run_1/met3.png
Drawn at 3 px/um. Cells faint in the background.
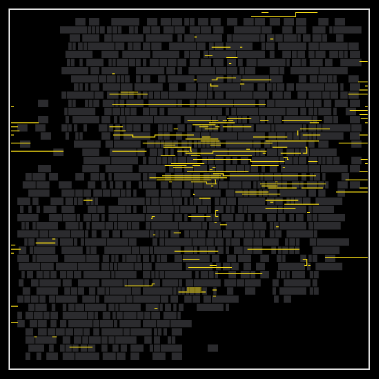
run_1/clock_map.png
Drawn at 4 px/um.
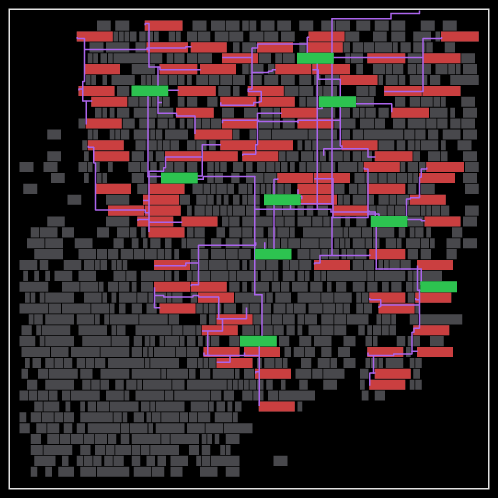
run_1/cell_classes.png
Drawn at 2 px/um.
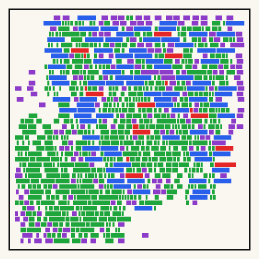
===== config.mk =====
export PLATFORM = sky130hd
export DESIGN_NAME = ev_gen_scheduler
export DESIGN_NICKNAME = d
export VERILOG_FILES = /design/src/rtl/ev_gen_scheduler.sv
export SDC_FILE = /design/constraint.sdc
export NUM_CORES = 1
export LEC_CHECK = 0
export CORE_MARGIN = 2
export CORE_UTILIZATION = 52
export DETAILED_ROUTE_END_ITERATION = 16
export PLACE_DENSITY = 0.85
export SYNTH_ARGS = -nofsm -noshare
export SYNTH_HDL_FRONTEND = slang
export SYNTH_SLANG_ARGS = --single-unit

===== constraint.sdc =====
create_clock -name clk -period 2.5 [get_ports clk]
set_input_delay 0.5 -clock clk [delete_from_list [all_inputs] [get_ports clk]]
set_output_delay 0.5 -clock clk [all_outputs]
set_load 0.05 [all_outputs]

===== src/rtl/ev_gen_scheduler.sv =====
// Generation sequencer: load, then evaluate/crossover/mutate per generation, min-fitness tracking.
// Requests are registered, one in flight; unit_ack stalls the sequence with req/op/idx held.
module ev_gen_scheduler #(
    parameter int INT8_LENGTH    = 8,
    parameter int IND_FIT_LENGTH = 10
) (
    input  logic                      clk,
    input  logic                      rst_n,
    input  logic                      in_valid,
    input  logic [INT8_LENGTH-1:0]    Num_generations,
    input  logic [INT8_LENGTH-1:0]    Pop_size,
    input  logic [INT8_LENGTH-1:0]    crossoverFraction,
    input  logic                      ind_valid,
    output logic                      unit_req,
    output logic [1:0]                unit_op,
    output logic [INT8_LENGTH-1:0]    unit_idx,
    input  logic                      unit_ack,
    input  logic [IND_FIT_LENGTH-1:0] unit_fit,
    output logic                      busy,
    output logic                      done,
    output logic [INT8_LENGTH-1:0]    gen_cnt,
    output logic [IND_FIT_LENGTH-1:0] best_fit,
    output logic [INT8_LENGTH-1:0]    best_idx,
    output logic [INT8_LENGTH-1:0]    best_gen
);

    localparam logic [1:0] OP_EVAL  = 2'b00;
    localparam logic [1:0] OP_XOVER = 2'b01;
    localparam logic [1:0] OP_MUT   = 2'b10;

    typedef enum logic [2:0] {
        S_IDLE, S_LOAD, S_EVAL, S_XOVER, S_MUTATE, S_GAP, S_DONE
    } state_t;

    state_t state, state_d;
    state_t nxt, nxt_d;

    logic [INT8_LENGTH-1:0]   p, g, x, load_cnt;
    logic [2*INT8_LENGTH-1:0] prod;
    logic                     req_d;
    logic [1:0]               op_d;
    logic [INT8_LENGTH-1:0]   idx_d;
    logic                     cfg_ok, fire, last_eval;

    assign prod   = {{INT8_LENGTH{1'b0}}, Pop_size} * {{INT8_LENGTH{1'b0}}, crossoverFraction};
    assign cfg_ok = (state == S_IDLE) && in_valid && (Pop_size != '0);
    assign fire   = unit_req && unit_ack;
    assign last_eval = (state == S_EVAL) && fire && (unit_idx == p - 1'b1);

    assign busy = (state != S_IDLE) && (state != S_DONE);
    assign done = (state == S_DONE);

    always_comb begin
        state_d = state;
        nxt_d   = nxt;
        req_d   = unit_req;
        op_d    = unit_op;
        idx_d   = unit_idx;
        case (state)
            S_IDLE: begin
                if (cfg_ok) state_d = S_LOAD;
            end
            S_LOAD: begin
                if (ind_valid && (load_cnt == p - 1'b1)) begin
                    state_d = S_GAP;
                    nxt_d   = S_EVAL;
                end
            end
            S_EVAL: begin
                if (fire) begin
                    if (unit_idx == p - 1'b1) begin
                        req_d = 1'b0;
                        if (gen_cnt + 1'b1 == g) begin
                            state_d = S_DONE;
                        end else begin
                            state_d = S_GAP;
                            if (x != '0)    nxt_d = S_XOVER;
                            else if (x < p) nxt_d = S_MUTATE;
                            else            nxt_d = S_EVAL;
                        end
                    end else begin
                        idx_d = unit_idx + 1'b1;
                    end
                end
            end
            S_XOVER: begin
                if (fire) begin
                    if (unit_idx == x - 1'b1) begin
                        req_d   = 1'b0;
                        state_d = S_GAP;
                        nxt_d   = (x < p) ? S_MUTATE : S_EVAL;
                    end else begin
                        idx_d = unit_idx + 1'b1;
                    end
                end
            end
            S_MUTATE: begin
                if (fire) begin
                    if (unit_idx == p - 1'b1) begin
                        req_d   = 1'b0;
                        state_d = S_GAP;
                        nxt_d   = S_EVAL;
                    end else begin
                        idx_d = unit_idx + 1'b1;
                    end
                end
            end
            S_GAP: begin
                // Launch the queued phase; mutate starts just past the crossover range.
                state_d = nxt;
                req_d   = 1'b1;
                idx_d   = (nxt == S_MUTATE) ? x : '0;
                if (nxt == S_XOVER)       op_d = OP_XOVER;
                else if (nxt == S_MUTATE) op_d = OP_MUT;
                else                      op_d = OP_EVAL;
            end
            S_DONE: begin
                state_d = S_IDLE;
            end
            default: begin
                state_d = S_IDLE;
            end
        endcase
    end

    always_ff @(posedge clk or negedge rst_n) begin
        if (!rst_n) begin
            state    <= S_IDLE;
            nxt      <= S_EVAL;
            unit_req <= 1'b0;
            unit_op  <= OP_EVAL;
            unit_idx <= '0;
        end else begin
            state    <= state_d;
            nxt      <= nxt_d;
            unit_req <= req_d;
            unit_op  <= op_d;
            unit_idx <= idx_d;
        end
    end

    always_ff @(posedge clk or negedge rst_n) begin
        if (!rst_n) begin
            p        <= '0;
            g        <= '0;
            x        <= '0;
            load_cnt <= '0;
            gen_cnt  <= '0;
            best_fit <= '1;
            best_idx <= '0;
            best_gen <= '0;
        end else begin
            if (cfg_ok) begin
                p        <= Pop_size;
                g        <= (Num_generations == '0) ? {{(INT8_LENGTH-1){1'b0}}, 1'b1} : Num_generations;
                x        <= prod[2*INT8_LENGTH-1:INT8_LENGTH];
                load_cnt <= '0;
                gen_cnt  <= '0;
                best_fit <= '1;
                best_idx <= '0;
                best_gen <= '0;
            end
            if (state == S_LOAD && ind_valid) load_cnt <= load_cnt + 1'b1;
            // Strict compare: ties keep the earliest individual.
            if (state == S_EVAL && fire && (unit_fit < best_fit)) begin
                best_fit <= unit_fit;
                best_idx <= unit_idx;
                best_gen <= gen_cnt;
            end
            if (last_eval) gen_cnt <= gen_cnt + 1'b1;
        end
    end

endmodule


==> metrics.yaml, run 1 <==
outcome:
  violations: "setup timing"
  status: "finished, violations left"
power:
  clock_power_share_pct: 14.1
  power.internal_mw: 5.16
  power_switching_share_pct: 44.9
  fin_total_pwr_mw: 9.37
  power_density_nw_per_um2: 1000
logic_synthesis:
  syn_inst: 779
  asyncSetResetFlopFracSynth_pct: 100
  synth.cellmix.compoundShare_pct: 16.5
  dominantRegCellSynth: "sky130_fd_sc_hd__dfrtp_1"
  ys_sh_adder_pct: 19.8
  edf_count: 0
  synth.cellmix.xorXnorShare_pct: 6.44
  ys_ff: 83
timing:
  setup-tns-final_ns: -11.05
  rsz_0062_raised_after_global_routing: "true"
  postLayoutSetupSlackWorst_ns: -1.60
  finClkSkew_ns: 0.00646
  setup_viol_count_final: 10
clock_network:
  cts_tree: "done"
  number_of_buffers_created_by_cts: 9
die:
  die_y_um: 120
  floorplanUtilization_pct: 52.8
  dieWidth_um: 120
  floorplan.die_area_um2: 14300
critical_path:
  slowest_stage: "sky130_fd_sc_hd__fa_1"
  critical-path-top-delay-family: "adder cells"
  crit_fanout: 4
  cp_slowest_stage_delay_ns: 0.57
  cp-end-kind: "flop"
global_routing:
  first_global_vias: 6615
  grt_antenna_before_repair: 0
  largest_net_degree_at_the_start_of_global_routing: 39
  grt_remaining_overflow: 0
placed_design:
  buffer_ports.inserted: 85
  gpl.final_weighted_congestion: 0.921
  dp_hpwl_um: 13700
finish:
  register_area_um2: 2100
  design.final.nets: 1067
  syn2layout_area_growth_pct: 34.5
  fillerInstances: 910
  layout-drive-gt1-share_pct: 24.5
route:
  via_per_inst: 5.76
job:
  maxCapViolCount: 0
Back to the opening pictures, met3.png:
nets with wire on the layer: 107
wire length on this layer: 1010 um
DR vias: 6454
global routing met3 resource utilization: 3.99%
wirelength, routed: 18900 um

Back to the opening pictures, clock_map.png:
legend:
  red:
    item: flip-flops
    count: 83
  purple:
    item: clock wires
    length: 1060 um
  green:
    item: cells driving clock nets
    count: 9
flops lie: all over the die
routed clock nets: 10
Clock group: 1.32 mW
Late-Pin Clk Latency: 0.35 ns

Back to the opening pictures, cell_classes.png:
legend:
  purple:
    class: other buffers and delay cells
    cells: 192
    share_of_their_area: 19%
  green:
    class: all other logic
    cells: 653
    share_of_their_area: 55%
  blue:
    class: flip-flops
    cells: 83
    share_of_their_area: 23%
  red:
    class: clock drivers and dummy loads
    cells: 16
    share_of_their_area: 3.1%
utilization of the core after routing: 71.0%
FP Rows: 42
area of the core: 13100 um^2

## run 1: routing by layer
layer / wire (um) / share of wire [%] / GRT usage, %
met5: 0 / 0 / 0
met1: 7830 / 41 / 33.6
met2: 9480 / 50 / 46.3
met3: 1010 / 5.3 / 3.99
met4: 614 / 3.2 / 10.4
## run 1: area by class of cell
| cell class | instances | area share, % |
|---|---|---|
| clock inverter | 5 | 0.577 |
| multi-input combinational | 591 | 51.4 |
| inverter | 62 | 2.49 |
| sequential | 83 | 22.5 |
| timing repair buffer | 192 | 18.1 |
| clock buffer | 11 | 2.49 |
| tap | 176 | 2.36 |
## run 1: worst paths after layout
kind                                      start           to  slack (ns)  depth (start not counted)
setup reg to reg                     gen_cnt[0]       nxt[2]       -0.03                          8
setup / recovery           crossoverFraction[4]         x[4]       -1.60                         18
hold reg to reg                      unit_op[0]   unit_op[0]        0.49                          2
hold / removal                            rst_n  best_gen[3]        0.12                          1
max in group asynchronous                 rst_n         x[0]        1.73                          2
min in group clk                     unit_op[0]   unit_op[0]        0.49                          2
## run 1: cell usage in the layout, fill, tap and decap left out, types with 32 or more instances in the layout
| cell | n |
|---|---|
| sky130_fd_sc_hd__clkdlybuf4s50_1 | 66 |
| sky130_fd_sc_hd__dfrtp_1 | 66 |
| sky130_fd_sc_hd__fa_1 | 32 |
| sky130_fd_sc_hd__buf_4 | 105 |
| sky130_fd_sc_hd__o21ai_0 | 61 |
| sky130_fd_sc_hd__and2_1 | 43 |
| sky130_fd_sc_hd__nor2_1 | 34 |
| sky130_fd_sc_hd__inv_1 | 60 |
| sky130_fd_sc_hd__ha_1 | 45 |
| sky130_fd_sc_hd__nand2_1 | 77 |
## run 1: synthesized netlist by cell type (12+ instances only)
cell and number:
sky130_fd_sc_hd__a21oi_1 21, sky130_fd_sc_hd__and2_1 53, sky130_fd_sc_hd__and3_1 12, sky130_fd_sc_hd__clkbuf_1 33
sky130_fd_sc_hd__dfrtp_1 72, sky130_fd_sc_hd__fa_1 35, sky130_fd_sc_hd__ha_1 54, sky130_fd_sc_hd__inv_1 62
sky130_fd_sc_hd__nand2_1 82, sky130_fd_sc_hd__nand3_1 30, sky130_fd_sc_hd__nor2_1 35, sky130_fd_sc_hd__nor3_1 20
sky130_fd_sc_hd__o21ai_0 68, sky130_fd_sc_hd__o2bb2ai_1 15, sky130_fd_sc_hd__xnor2_1 28, sky130_fd_sc_hd__xor2_1 23
## run 1: per-stage QoR
stage	utilization (%)	instances
CTS	68.9	1114
global route	71.0	1120
floorplan	-	779
detailed placement	66.3	1092
global placement	66.3	1092
finish	71.0	1120
## run 1: what timing repair did
item / 4_1_cts / 5_1_grt
pin swaps: 29 / 24
setup endpoints to repair: 34 / 25
gates resized: 82 / 46
hold buffers: 0 / 0
buffers inserted: 6 / 5
gates cloned: 0 / 1
## run 1: worst register-to-register path: cells and delay by family (launching register included)
| family | cells | cell delay [ns] |
|---|---|---|
| xor+xnor | 1 | 0.12 |
| flops | 1 | 0.51 |
| simple gates | 4 | 0.92 |
| compound gates | 1 | 0.35 |
| fa+ha+maj | 1 | 0.20 |
| mux | 1 | 0.31 |
run_1/final_clocks.png
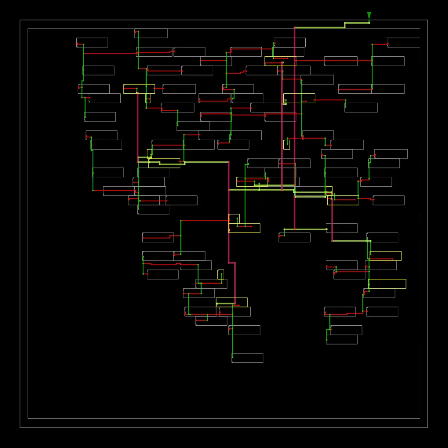

## Run 2: what changed since run 1
--- a/config.mk
+++ b/config.mk
@@ -6,9 +6,10 @@
 export NUM_CORES = 1
 export LEC_CHECK = 0
 export CORE_MARGIN = 2
-export CORE_UTILIZATION = 52
+export CORE_UTILIZATION = 45
+export CTS_CLUSTER_SIZE = 12
 export DETAILED_ROUTE_END_ITERATION = 16
-export PLACE_DENSITY = 0.85
+export PLACE_DENSITY = 0.73
 export SYNTH_ARGS = -nofsm -noshare
 export SYNTH_HDL_FRONTEND = slang
 export SYNTH_SLANG_ARGS = --single-unit
run_2/final_clocks.png
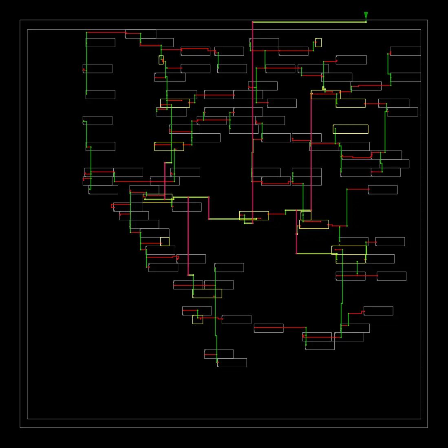
total number of sequential cells: 83
number of buffers created by CTS: 9
final clock skew: 0.0101 ns
count of clock tree sinks: 83

==> run 2 against run 1 <==
Effect of this change: the flow still finishes with violations (setup timing); largest power group unchanged; critical endpoint is now x[6]; utilization down 8.8 points; first-iteration DRC count decreased by 28%; highest routed layer unchanged; setup slack improved by 0.016 ns.
==> metrics.yaml, run 2 <==
global_routing:
  first_global_vias: 6186  # -6.5%
  grt_antenna_before_repair: 0  # unchanged
  largest_net_degree_at_the_start_of_global_routing: 49  # +26%
  grt_remaining_overflow: 0  # unchanged
power:
  fin_total_pwr_mw: 9.45  # +0.80%
  power_density_nw_per_um2: 1000  # -0.21%
timing:
  setup_viol_count_final: 10  # unchanged
  postLayoutSetupSlackWorst_ns: -1.58  # +0.0160 ns
placed_design:
  buffer_ports.inserted: 85  # unchanged
finish:
  mostFrequentLayoutCell: "sky130_fd_sc_hd__buf_4"
  layout-drive-gt1-share_pct: 24.8  # +0.35 points
  fillerInstances: 1242  # +36%
  syn2layout_area_growth_pct: 35.9
  lay_top_cells: "sky130_fd_sc_hd__buf_4 (111), sky130_fd_sc_hd__nand2_1 (78), sky130_fd_sc_hd__dfrtp_1 (66), sky130_fd_sc_hd__clkdlybuf4s50_1 (66), sky130_fd_sc_hd__inv_1 (59)"
critical_path:
  critical-path-top-delay-family: "adder cells"
  reg2reg_from: "gen_cnt[0]"
  cp_slowest_stage_delay_ns: 0.50  # -0.07 ns
  cp-end-kind: "flop"
  crit_fanout: 8  # +4
  setup.worst_path.start: "crossoverFraction[2]"
die:
  num_rows: 45  # +7.1%
  floorplan.die_area_um2: 16400  # +15%
  dieWidth_um: 128  # +7.2%
  die_y_um: 128  # +7.2%
  core_area_um2: 15100  # +15%
outcome:
  status: "finished, violations left"
  violations: "setup timing"
clock_network:
  ctsHoldBuffers: 0  # unchanged
  clk_latency_ns: 0.35  # about the same
route:
  vias: 6273  # -2.8%
  via_per_inst: 5.51  # -4.4%
logic_synthesis:
  post-synth-top-count-cell: "sky130_fd_sc_hd__nand2_1"
  dominantRegCellSynth: "sky130_fd_sc_hd__dfrtp_1"
  ys_ff: 83  # unchanged
  syn_inst: 779  # unchanged
run 2: repair_timing:
| item | 4_1_cts | 5_1_grt |
|---|---|---|
| gates cloned | 0 | 1 |
| endpoints found under the setup margin | 46 | 24 |
| setup buffers | 10 | 6 |
| pin swaps | 27 | 42 |
| resized | 91 | 48 |
run 2: kinds of logic (layout without fill, tap and decap cells):
family	after synthesis	in the layout	share of synthesized area [%]
XOR/XNOR	51	51	6.44
AND/OR/NAND/NOR	276	276	20.7
flip-flops	83	83	30.1
buffers and inverters	105	277	5.86
AND-OR/OR-AND	172	172	16.5
adder cells (fa/ha/maj)	89	89	19.8
multiplexers	3	3	0.505
run 2: report_power, final:
group | leakage, nW | internal (mW) | switching [mW]
Combinational | 3.21 | 2.71 | 3.13
Sequential | 1.05 | 1.73 | 0.456
Clock | 0.153 | 0.879 | 0.552
run 2: layer usage:
layer  GRT usage (%)  part of all wire, %  up-vias
li1                -                    -     3043
met2            39.1                   49      153
met4            5.82                  1.5        0
met5               0                    0        -
met3            2.34                  4.2       23
met1            30.2                   45     3054
run 2: worst paths after layout:
kind / endpoint / slack (ns) / cells past startpoint
setup / recovery: x[6] / -1.58 / 17
hold / removal: best_idx[7] / 0.17 / 1
setup reg to reg: nxt[2] / -0.06 / 8
hold reg to reg: g[1] / 0.50 / 2
max in group asynchronous: p[5] / 1.72 / 2
min in group clk: g[1] / 0.50 / 2
run 2: final cells by class:
class                      instances  area, um^2  share of cell area, %
timing repair buffer             199        1760                   18.6
clock inverter                     6        90.1                  0.956
tap                              188         235                   2.50
multi-input combinational        591        4780                   50.7
clock buffer                      10         229                   2.43
inverter                          62         233                   2.47
sequential                        83        2100                   22.3
run 2: metrics by stage:
stage / setup TNS (ns) / setup WS [ns] / instances / util, %
after CTS: -12.38 / -1.64 / 1136 / 60.7
final: -11.41 / -1.58 / 1139 / 62.2
after global placement: -35.97 / -2.34 / 1110 / 57.8
after global routing: -12.66 / -1.73 / 1139 / 62.2
after detailed placement: -41.31 / -2.50 / 1110 / 57.8
after floorplan: -11.26 / -1.69 / 779 / -
Power figures rest on the tool's default switching activity, not on a simulated workload.
